Floorplan with the power grid:
Scale bar: 100 µm. Pins as bars on the die edge.
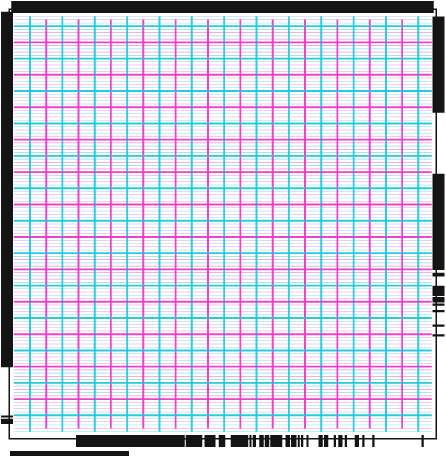
Placement by cell class:
Scale bar: 100 µm.
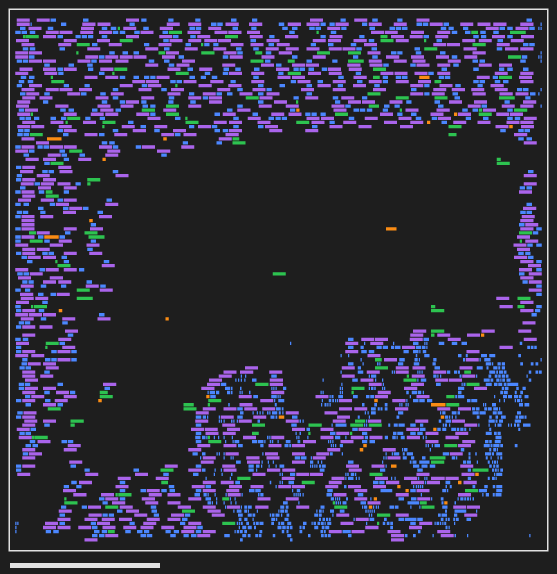
Routed clock nets over the placement:
Scale bar: 100 µm.
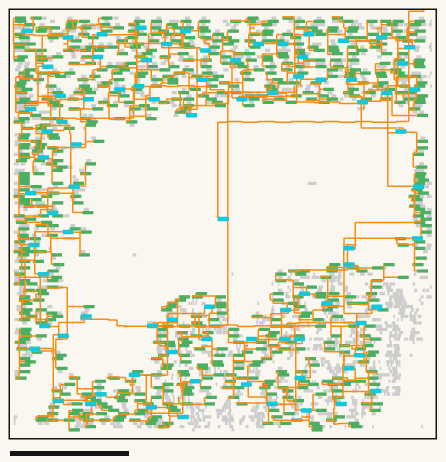
Signal wires by layer:
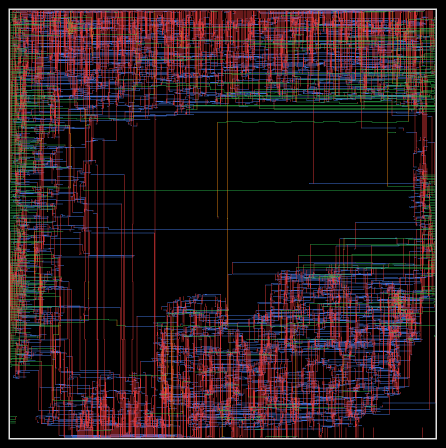
==> config.mk <==
export PLATFORM = sky130hd
export DESIGN_NAME = systolic_tile_feeder_flat
export DESIGN_NICKNAME = d
export VERILOG_FILES = /design/src/rtl/systolic_tile_feeder_if.sv /design/src/rtl/systolic_tile_feeder.sv /design/src/flat_wrapper.sv
export SDC_FILE = /design/constraint.sdc
export NUM_CORES = 1
export LEC_CHECK = 0
export CAP_MARGIN = 30
export CORE_AREA = 3 3 354 356
export DETAILED_ROUTE_END_ITERATION = 8
export DIE_AREA = 0 0 357 359
export DONT_BUFFER_PORTS = 1
export PLACE_DENSITY = 0.43
export REMOVE_ABC_BUFFERS = 1
export SLEW_MARGIN = 20
export SYNTH_ARGS = -nofsm -noshare
export SYNTH_HDL_FRONTEND = slang
export SYNTH_SLANG_ARGS = --single-unit
export TNS_END_PERCENT = 5
==> constraint.sdc <==
create_clock -name CLOCK -period 31.3 [get_ports CLOCK]
set_clock_uncertainty 0.2 [all_clocks]
set_input_delay 3.13 -clock CLOCK [delete_from_list [all_inputs] [get_ports CLOCK]]
set_output_delay 3.13 -clock CLOCK [all_outputs]
set_load 0.02 [all_outputs]
==> impl_results.html <==
<!-- implementation run metrics -->
<table>
<tr><th>Metric</th><th>Value</th></tr>
<tr><th colspan="2">Setup path</th></tr>
<tr><td>Critical path depth</td><td>11</td></tr>
<tr><td>Slowest library cell on the worst path</td><td>sky130_fd_sc_hd__dfrtp_2</td></tr>
<tr><td>Crit Path Category</td><td>reg -&gt; out</td></tr>
<tr><td>Worst path buffer plus inverter count</td><td>0</td></tr>
<tr><td>Worst-path fanout max</td><td>24</td></tr>
<tr><td>WP data arrival</td><td>4380 ps</td></tr>
<tr><td>Chain of cells forming the critical path</td><td>mux2_2 -&gt; ha_1 -&gt; a21o_1 -&gt; a21oi_1 -&gt; o21bai_1 -&gt; a21o_1 -&gt; a21oi_1 -&gt; nor4_4 -&gt; nand3_1 -&gt; or4_1 -&gt; and3_1</td></tr>
<tr><td>Crit path max-delay family</td><td>simple AND/OR/NAND/NOR gates</td></tr>
<tr><td>Largest stage delay on the critical path</td><td>740 ps</td></tr>
<tr><td>R2r setup slk</td><td>27120 ps</td></tr>
<tr><td>Required time at the endpoint of the critical path</td><td>27970 ps</td></tr>
<tr><td>Element type at the critical path end</td><td>output port</td></tr>
<tr><td>Count of cells along the worst register-to-register path</td><td>14</td></tr>
<tr><td>Critical path launch point type</td><td>flip-flop</td></tr>
<tr><th colspan="2">Logic synthesis</th></tr>
<tr><td>Compound Share, Synth</td><td>3.10%</td></tr>
<tr><td>Simple-gate area share of the yosys netlist</td><td>7.03%</td></tr>
<tr><td>Mux share</td><td>24.4%</td></tr>
<tr><td>Average instance area after synthesis</td><td>around 14 µm²</td></tr>
<tr><td>Post-synthesis xor/xnor area fraction</td><td>less than 1%</td></tr>
<tr><td>Synth flops</td><td>between 700 and 800</td></tr>
<tr><td>Cell count listed in synth_stat.txt</td><td>between 2000 and 2500</td></tr>
<tr><td>Async S/R FF share, synth</td><td>100%</td></tr>
<tr><td>Top cells by instance count after synthesis</td><td>sky130_fd_sc_hd__dfrtp_1 (711), sky130_fd_sc_hd__mux2_2 (604), sky130_fd_sc_hd__nand2_1 (238)</td></tr>
<tr><td>Yosys top cell by instances</td><td>sky130_fd_sc_hd__dfrtp_1</td></tr>
<tr><td>Area share, top type</td><td>between 60% and 70%</td></tr>
<tr><td>Summed instance area of the synthesized netlist</td><td>just under 0.03 mm²</td></tr>
<tr><td>Count of distinct cell types in the synthesized netlist</td><td>between 60 and 70</td></tr>
<tr><td>Chip area estimate from yosys synthesis</td><td>between 0.02 and 0.03 mm²</td></tr>
<tr><td>Number of warnings reported in the yosys synthesis log</td><td>0</td></tr>
<tr><td>Most area-consuming cells after synthesis</td><td>sky130_fd_sc_hd__dfrtp_1 (61%), sky130_fd_sc_hd__mux2_2 (23%), sky130_fd_sc_hd__nand2_1 (3.0%)</td></tr>
<tr><td>Number of instances in the synthesized netlist</td><td>roughly 2100</td></tr>
<tr><td>Adder-cell area share of the yosys netlist</td><td>1.31%</td></tr>
<tr><td>Count of library flops with an enable pin</td><td>0</td></tr>
<tr><td>Share of the yosys chip area belonging to registers</td><td>60.7%</td></tr>
<tr><td>Top non-seq family</td><td>multiplexers</td></tr>
<tr><td>Predominant post-synthesis flop cell</td><td>sky130_fd_sc_hd__dfrtp_1</td></tr>
<tr><td>Area leader, netlist</td><td>sky130_fd_sc_hd__dfrtp_1</td></tr>
<tr><th colspan="2">Floorplan</th></tr>
<tr><td>IO Pins</td><td>between 900 and 1000</td></tr>
<tr><td>Placement row count</td><td>approximately 130</td></tr>
<tr><td>Well-tap cell count</td><td>between 1500 and 2000</td></tr>
<tr><td>Pre-Place Util</td><td>between 20% and 30%</td></tr>
<tr><td>Die Footprint</td><td>0.128 mm²</td></tr>
<tr><th colspan="2">Pwr</th></tr>
<tr><td>Leakage power summed over all cells</td><td>17.0 nW</td></tr>
<tr><td>Power drawn by the combinational cells</td><td>30.6 µW</td></tr>
<tr><td>Fraction of power spent switching nets</td><td>between 20% and 30%</td></tr>
<tr><td>Main power group</td><td>the clock network</td></tr>
<tr><td>Reg power frac</td><td>47.2%</td></tr>
<tr><td>Cell Pwr Density</td><td>around 58 mW/mm²</td></tr>
<tr><td>Internal Pwr Total</td><td>1.53 mW</td></tr>
<tr><td>Final Total Pwr</td><td>a little under 2 mW</td></tr>
<tr><td>Share of power burned in combinational logic</td><td>under 10%</td></tr>
<tr><td>Sequential power</td><td>929 µW</td></tr>
<tr><td>Maximum vdd ir drop</td><td>43.6 µV</td></tr>
<tr><td>Sw power</td><td>around 440 µW</td></tr>
<tr><th colspan="2">Run</th></tr>
<tr><td>OpenROAD warnings</td><td>31</td></tr>
<tr><td>Total of max-cap violations</td><td>0</td></tr>
<tr><th colspan="2">Layout</th></tr>
<tr><td>Total Nets Final</td><td>~2500</td></tr>
<tr><td>Post-route non-filler standard cell count</td><td>between 3000 and 4000</td></tr>
<tr><td>Fill cells</td><td>approximately 12000</td></tr>
<tr><td>Cell group occupying the most layout area</td><td>flip-flops and latches</td></tr>
<tr><td>Number of logic gates</td><td>around 1300</td></tr>
<tr><td>Layout-stage area growth over the synthesis result</td><td>16.0%</td></tr>
<tr><td>Flop count</td><td>just over 700</td></tr>
<tr><td>Antenna Cells</td><td>6</td></tr>
<tr><td>Share of post-route cells with drive strength above 1</td><td>a little under two fifths</td></tr>
<tr><td>Commonest Layout Cell</td><td>sky130_fd_sc_hd__dfrtp_1</td></tr>
<tr><td>Signal buffers</td><td>31</td></tr>
<tr><td>Count of clock buffers in the final design</td><td>approximately 120</td></tr>
<tr><td>Combinational share of cell area</td><td>between 30% and 40%</td></tr>
<tr><td>ClkCell Share</td><td>under 10%</td></tr>
<tr><td>Area taken by multi-input logic gates</td><td>0.0109 mm²</td></tr>
<tr><td>Share of final layout cell area taken by non-clock buffers</td><td>0.957%</td></tr>
<tr><td>Total area of sequential cells</td><td>0.0178 mm²</td></tr>
<tr><td>Most frequent cells in the layout</td><td>sky130_fd_sc_hd__dfrtp_1 (710), sky130_fd_sc_hd__mux2_2 (604), sky130_fd_sc_hd__nand2_1 (236)</td></tr>
<tr><td>Count of inverters not on the clock network in the layout</td><td>23</td></tr>
<tr><td>Share of the core filled with cells in the final layout</td><td>between 20% and 30%</td></tr>
<tr><th colspan="2">Drt</th></tr>
<tr><td>Topmost layer with routed signal wires</td><td>met4</td></tr>
<tr><td>Total number of vias</td><td>around 17000</td></tr>
<tr><td>Via/cell ratio</td><td>4.57</td></tr>
<tr><td>Number of DRC markers in iteration 0</td><td>between 1000 and 1500</td></tr>
<tr><td>Post-route DRC violation count</td><td>0</td></tr>
<tr><td>Wl on met1</td><td>a little under 40000 µm</td></tr>
<tr><td>Antenna violation net count after detailed routing</td><td>0</td></tr>
<tr><td>Detail Route met2 WL</td><td>54400 µm</td></tr>
<tr><td>1st-pass router iterations</td><td>5</td></tr>
<tr><td>Met3 routed wirelength</td><td>about 11000 µm</td></tr>
<tr><th colspan="2">Clock tree</th></tr>
<tr><td>CTS Buffer Depth</td><td>3</td></tr>
<tr><td>Number of gates resized after cts</td><td>0</td></tr>
<tr><td>Post-cts hold buffer count</td><td>0</td></tr>
<tr><td>Maximum level of the CTS H-tree</td><td>3</td></tr>
<tr><td>Clock Pin Slew Worst Setup and Hold Paths</td><td>roughly 60 ps</td></tr>
<tr><td>Clock tree from TritonCTS</td><td>done</td></tr>
<tr><td>Clock sink total</td><td>approximately 710</td></tr>
<tr><td>Number of clock buffers inserted by TritonCTS</td><td>about 83</td></tr>
<tr><td>Number of buffers inserted to repair setup after CTS</td><td>0</td></tr>
<tr><td>Master cell of the clock root buffer</td><td>sky130_fd_sc_hd__clkbuf_16</td></tr>
<tr><th colspan="2">Placement</th></tr>
<tr><td>Total instance count after detailed placement</td><td>around 3700</td></tr>
<tr><td>Placed instance area</td><td>about 0.031 mm²</td></tr>
<tr><td>HPWL after DPL</td><td>81900 µm</td></tr>
<tr><td>RD Place Congestion</td><td>just under 0.9</td></tr>
<tr><td>Pre-CTS setup slack</td><td>roughly 23000 ps</td></tr>
<tr><td># port buffers</td><td>0</td></tr>
<tr><th colspan="2">STA</th></tr>
<tr><td>Hold Worst Slack</td><td>around 260 ps</td></tr>
<tr><td>Sum of negative setup slack</td><td>0 ps</td></tr>
<tr><td>Measured slew at the worst slew-check pin</td><td>992 ps</td></tr>
<tr><td>Relative slew slack</td><td>~34%</td></tr>
<tr><td>Number of failing setup endpoints in the final timing report</td><td>0</td></tr>
<tr><td>Unrepaired setup endpoints after global routing</td><td>no</td></tr>
<tr><td>Number of max-slew violations in the final report</td><td>0</td></tr>
<tr><td>Final setup margin</td><td>roughly 24000 ps</td></tr>
<tr><td>Final worst path period need</td><td>between 7000 and 8000 ps</td></tr>
<tr><td>Total count of hold-check failures in the final report</td><td>0</td></tr>
<tr><td>Timing-limited maximum frequency</td><td>between 100 and 150 MHz</td></tr>
<tr><td>Cycle use final</td><td>roughly a quarter</td></tr>
<tr><th colspan="2">Outcome</th></tr>
<tr><td>Outcome</td><td>finished, final reports clean</td></tr>
<tr><th colspan="2">Min path</th></tr>
<tr><td>Depth of the worst hold-timing path</td><td>2</td></tr>
<tr><td>Type of the worst min-delay path</td><td>reg -&gt; reg</td></tr>
<tr><th colspan="2">GRT</th></tr>
<tr><td>Initial antenna violation count</td><td>12</td></tr>
<tr><td>Layer carrying the most global-route usage</td><td>met2</td></tr>
<tr><td>Maximum number of pins on one net before global-route repair</td><td>roughly 140</td></tr>
<tr><td>Global-route wire length before repair</td><td>150000 µm</td></tr>
<tr><td>GR Layer Usage met3</td><td>roughly 7.4%</td></tr>
<tr><td>Met2 usage</td><td>28.3%</td></tr>
<tr><td>Global-route usage over all layers</td><td>around 16%</td></tr>
<tr><td>Via count of the first global-routing pass</td><td>around 18000</td></tr>
<tr><td>GR Util met1</td><td>approximately 18%</td></tr>
<tr><td>Overflow left after global routing</td><td>0</td></tr>
</table>
Notes on 'floorplan with the power grid' above:
Magenta stands for VDD. Cyan stands for VSS.
25 straps on met5. The core has 128 rows.
die width: 357 µm
die y size: 359 µm
placeable core region: 0.122 mm²

Notes on 'placement by cell class' above:
Green stands for clock drivers and dummy loads, cells 151. Orange stands for remaining buffers and delay cells, cells 31. Blue stands for combinational and other logic, cells 1303. Purple stands for sequential cells, cells 711.
post-route cell area: 0.0340 mm²
flop share of the area: 52.4%

Notes on 'routed clock nets over the placement' above:
Orange stands for clock wires, length 10400 µm. Green stands for flip-flops, count 711. Cyan stands for clock drivers, count 83.
There are 84 routed clock nets.
clock-net power: 1.01 mW
clock share of power: 51.2%
Late-Pin Clk Latency: 660 ps

Notes on 'signal wires by layer' above:
Orange stands for metal 4, wire length 2150 µm. Blue stands for metal 1, wire length 39.3 mm. Green stands for metal 3, wire length 11500 µm. Red stands for metal 2, wire length 54.4 mm.
final wirelength: 107000 µm
detailed-route wire length per cell: 28.0 µm

No activity file was given, so power comes from the tool's default toggle rates.
